Design gpio_in_debounce, sky130hd; sources not shown.
Routed clock nets over the placement:
(8 px per um)
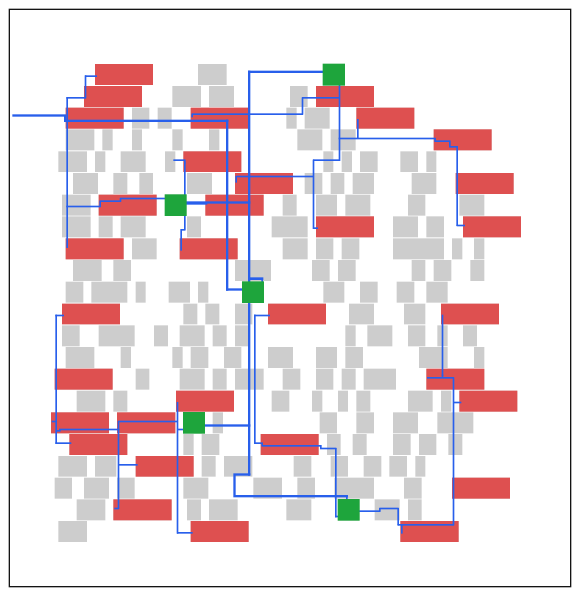
- flip-flops: red (count 32)
- clock wires: blue (length 444 um)
- clock drivers: green (count 5)
- flops lie: all over the die
- routed clock nets: 6
clk latency late pin: 0.33 ns
power in the clock group: 169 uW

Cell area per tile:
(4 px per um) The die is cut into 7 by 7 equal tiles; white is low, dark blue is high, 0 to 100% covered.
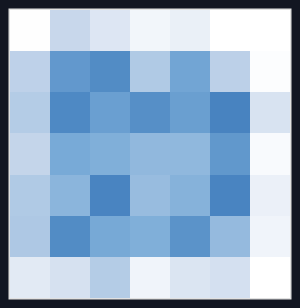
- mean over tiles: 34%
- fullest tile: 66%
- densest ninth of the die: centre
- emptiest ninth of the die: north-east
- nearly empty tiles: 10%
floorplan-stage core utilization: 42.6%
area of the core: 0.00358 mm^2

Wiring by layer:
(8 px per um) Two of the layers only.
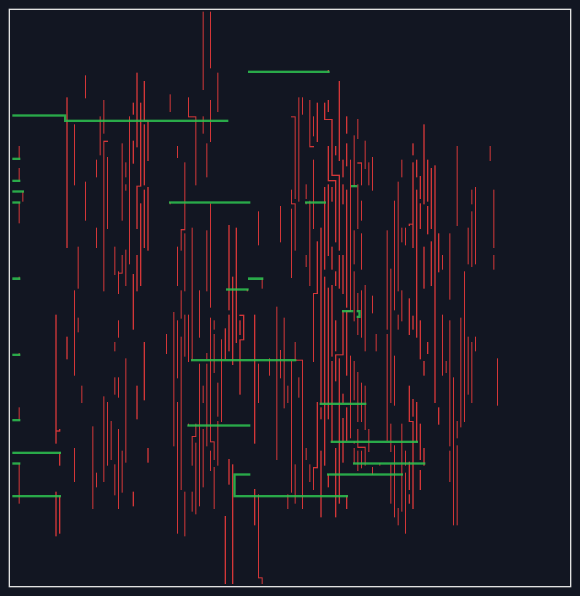
- metal 3: green (wire length 147 um)
- metal 2: red (wire length 1,820 um)
overall fraction of global-route tracks in use: 15.2%
vias: 1,387
total wirelength of the detailed-routed design: 3.56 mm

Power grid:
(6 px per um) Pins as bars on the die edge.
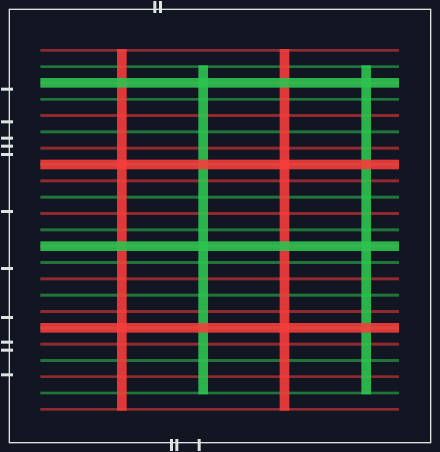
- VDD: green
- VSS: red
- signal pins: 16
- met4 straps: 4
- met1 rails: 23
- rows: 22
Max IR drop VDD: 0.190 mV
die outline width: 70 um
Die Ht: 72 um

==> impl_metrics.csv <==
group,metric,value,unit
global_route,grt.overflow.total,0,
power,power.clock.fraction,35.9,%
hold_path,hold_path.class,"reg -> reg",
cts,post_cts_resize_count,0,
timing,finalCritPeriodShare,61.0,%
layout,lay_top_count,"sky130_fd_sc_hd__dfxtp_1",
global_route,pin_count_of_the_biggest_net_entering_global_routing,24,
layout,number_of_standard_cells_in_the_layout_taps_in_and_fillers_out,232,
cts,cts_tree,"built",
run,number_of_max_cap_violations,0,
global_route,grt_pass1_vias,1426,
layout,syn_to_final_growth,15.0,%
timing,final-max-slew-violation-count,0,
cts,clock-sinks,32,
setup_path,start_kind,"input port",
synthesis,edf_count,0,
synthesis,synth_stat.cells,171,
routing,drt.antenna.violating_nets,0,
routing,route.detailed.wl_per_inst,15.4,um
power,power.net_switching,108,uW
synthesis,ys.warnings.count,0,
routing,route.detailed.vias_per_inst,5.98,
synthesis,ys.flop_type,"sky130_fd_sc_hd__dfxtp_1",
synthesis,synth.yosys.chip_area,0.00153,mm^2
cts,post-cts-setup-buffer-count,0,
timing,fmax,356,MHz
layout,fill_count,441,
setup_path,worst_setup_path_category,"in -> reg",
power,sequentialPowerShare,59.9,%
routing,dr.first_iter.drc_count,58,
synthesis,syn-mean-instance-area,8.92,um^2
synthesis,most_common_cell,"sky130_fd_sc_hd__dfxtp_1",
cts,cts.htree.levels,2,
synthesis,count_of_state_elements_after_synthesis,32,
run,warnings,26,
placement,instance_area_after_placement,0.00170,mm^2
synthesis,yosysTopAreaCell,"sky130_fd_sc_hd__dfxtp_1",
timing,post-route-worst-setup-slack,1.79,ns
layout,insertedDiodeCount,0,
routing,drc_errors,0,
timing,timing.final.setup_violations,0,
timing,rsz0062_at_grt,"false",
timing,fin_tns_setup,0,ns
power,p_int,362,uW
setup_path,worstSetupEndpointType,"flop",
placement,gp_congestion,0.873,
layout,numnets_final,190,
cts,cts-hold-fix-buffers,0,
setup_path,rr_worst_depth,10,
floorplan,io-pin-count,16,
cts,clock_tree.buffer_depth,2,
synthesis,syn-instance-count,171,
power,power_per_cell_area,268,mW/mm^2
placement,dpl_worst_slack,1.43,ns
setup_path,timing.critical_path.arrival,3.02,ns
layout,area.combinational,822,um^2
cts,clk_pin_slew_worst_paths,0.10,ns
placement,dp_hpwl,2.61,mm
floorplan,floorplan.die_area,0.00504,mm^2
global_route,number_of_antenna_violations_at_the_first_check_in_global_routing,0,
layout,most_used_cells_in_the_layout_excluding_fill_and_tap_cells,"sky130_fd_sc_hd__dfxtp_1 (32), sky130_fd_sc_hd__a31oi_1 (16), sky130_fd_sc_hd__clkdlybuf4s50_1 (15)",
synthesis,synth_seq_share,42.0,%
setup_path,worst_r2r_setup_slack,1.93,ns
power,power.static_leakage,0.000573,uW
layout,fin_area,0.00175,mm^2
placement,port-buffer-count,15,
setup_path,timing.critical_path.required,4.82,ns
timing,period_minus_slack,2.81,ns
layout,drive_above_1_share,9.78,%
synthesis,netlist_area,0.00153,mm^2
power,netSwitchingFraction,22.9,%
synthesis,number_of_distinct_library_cells_after_synthesis,41,
floorplan,row_count,22,
synthesis,syn_nets,178,
routing,drt_first_pass_iters,4,
synthesis,synth_top_area_share,42.0,%
global_route,grt_pass1_wl,6.18,mm
cts,numCtsBuffers,5,
run_status,outcome,"finished clean",
setup_path,cp_max_fo,22,
timing,max_slew_margin,38.9,%
placement,cell_count_after_placement,224,
hold_path,whs_path_depth,1,
cts,cts-root-buf,"sky130_fd_sc_hd__clkbuf_4",
timing,tightest_slew,0.914,ns
layout,final-seq-area,641,um^2
timing,timing.final.hold_violations,0,
layout,largest_register_ffs,16,
power,power.combinational.fraction,4.2,%
synthesis,post_synth_most_frequent_cells,"sky130_fd_sc_hd__dfxtp_1 (32), sky130_fd_sc_hd__a31oi_1 (16), sky130_fd_sc_hd__nand3_1 (13)",
synthesis,ys_async_sr_fraction,0,%
synthesis,synthTopCellsByArea,"sky130_fd_sc_hd__dfxtp_1 (42%), sky130_fd_sc_hd__a31oi_1 (6.6%), sky130_fd_sc_hd__nand3_1 (4.3%)",
-- kinds of logic after synthesis --
group / after synthesis / synth area share (%)
adders and majority gates: 3 / 2.46
xor gates and xnor gates: 10 / 5.74
buffers and inverters: 15 / 4.10
muxes: 1 / 0.656
AOI/OAI and AO/OA: 35 / 15.3
and+or+nand+nor: 75 / 29.7
DFF: 32 / 42.0
-- power groups by stage --
stage | clock, uW | sequential (uW) | combinational (uW)
floorplan | 0 | 290 | 10.4
global placement | 0 | 288 | 19.6
detailed placement | 0 | 288 | 20.0
CTS | 178 | 282 | 20.0
global route | 192 | 282 | 21.8
finish | 169 | 282 | 19.7
-- metal layers --
metal	global-route usage [%]	share of wire [%]
met4	8.72	2.4
met1	17.1	42
met3	4.16	4.1
met5	0	0
met2	25.9	51
-- cell type report --
class                      instances  share of cell area (%)
sequential                        32                    36.5
multi-input combinational        124                    46.9
tap                               48                    3.42
timing repair buffer              16                    8.99
clock buffer                       8                    3.35
inverter                           4                   0.856
-- critical path: stages --
cell                              delay, ns
sky130_fd_sc_hd__clkdlybuf4s50_1       0.78
sky130_fd_sc_hd__nor3_2                0.65
sky130_fd_sc_hd__or3b_2                0.50
sky130_fd_sc_hd__a31oi_1               0.18
-- per-stage QoR --
stage / util, % / hold WS, ns / total power (uW)
CTS: 49.0 / 0.407 / 480
finish: 49.0 / 0.401 / 470
global placement: 47.4 / 0.371 / 308
detailed placement: 47.4 / 0.383 / 308
floorplan: - / 0.364 / 301
global route: 49.0 / 0.429 / 496
Power figures rest on the tool's default switching activity, not on a simulated workload.
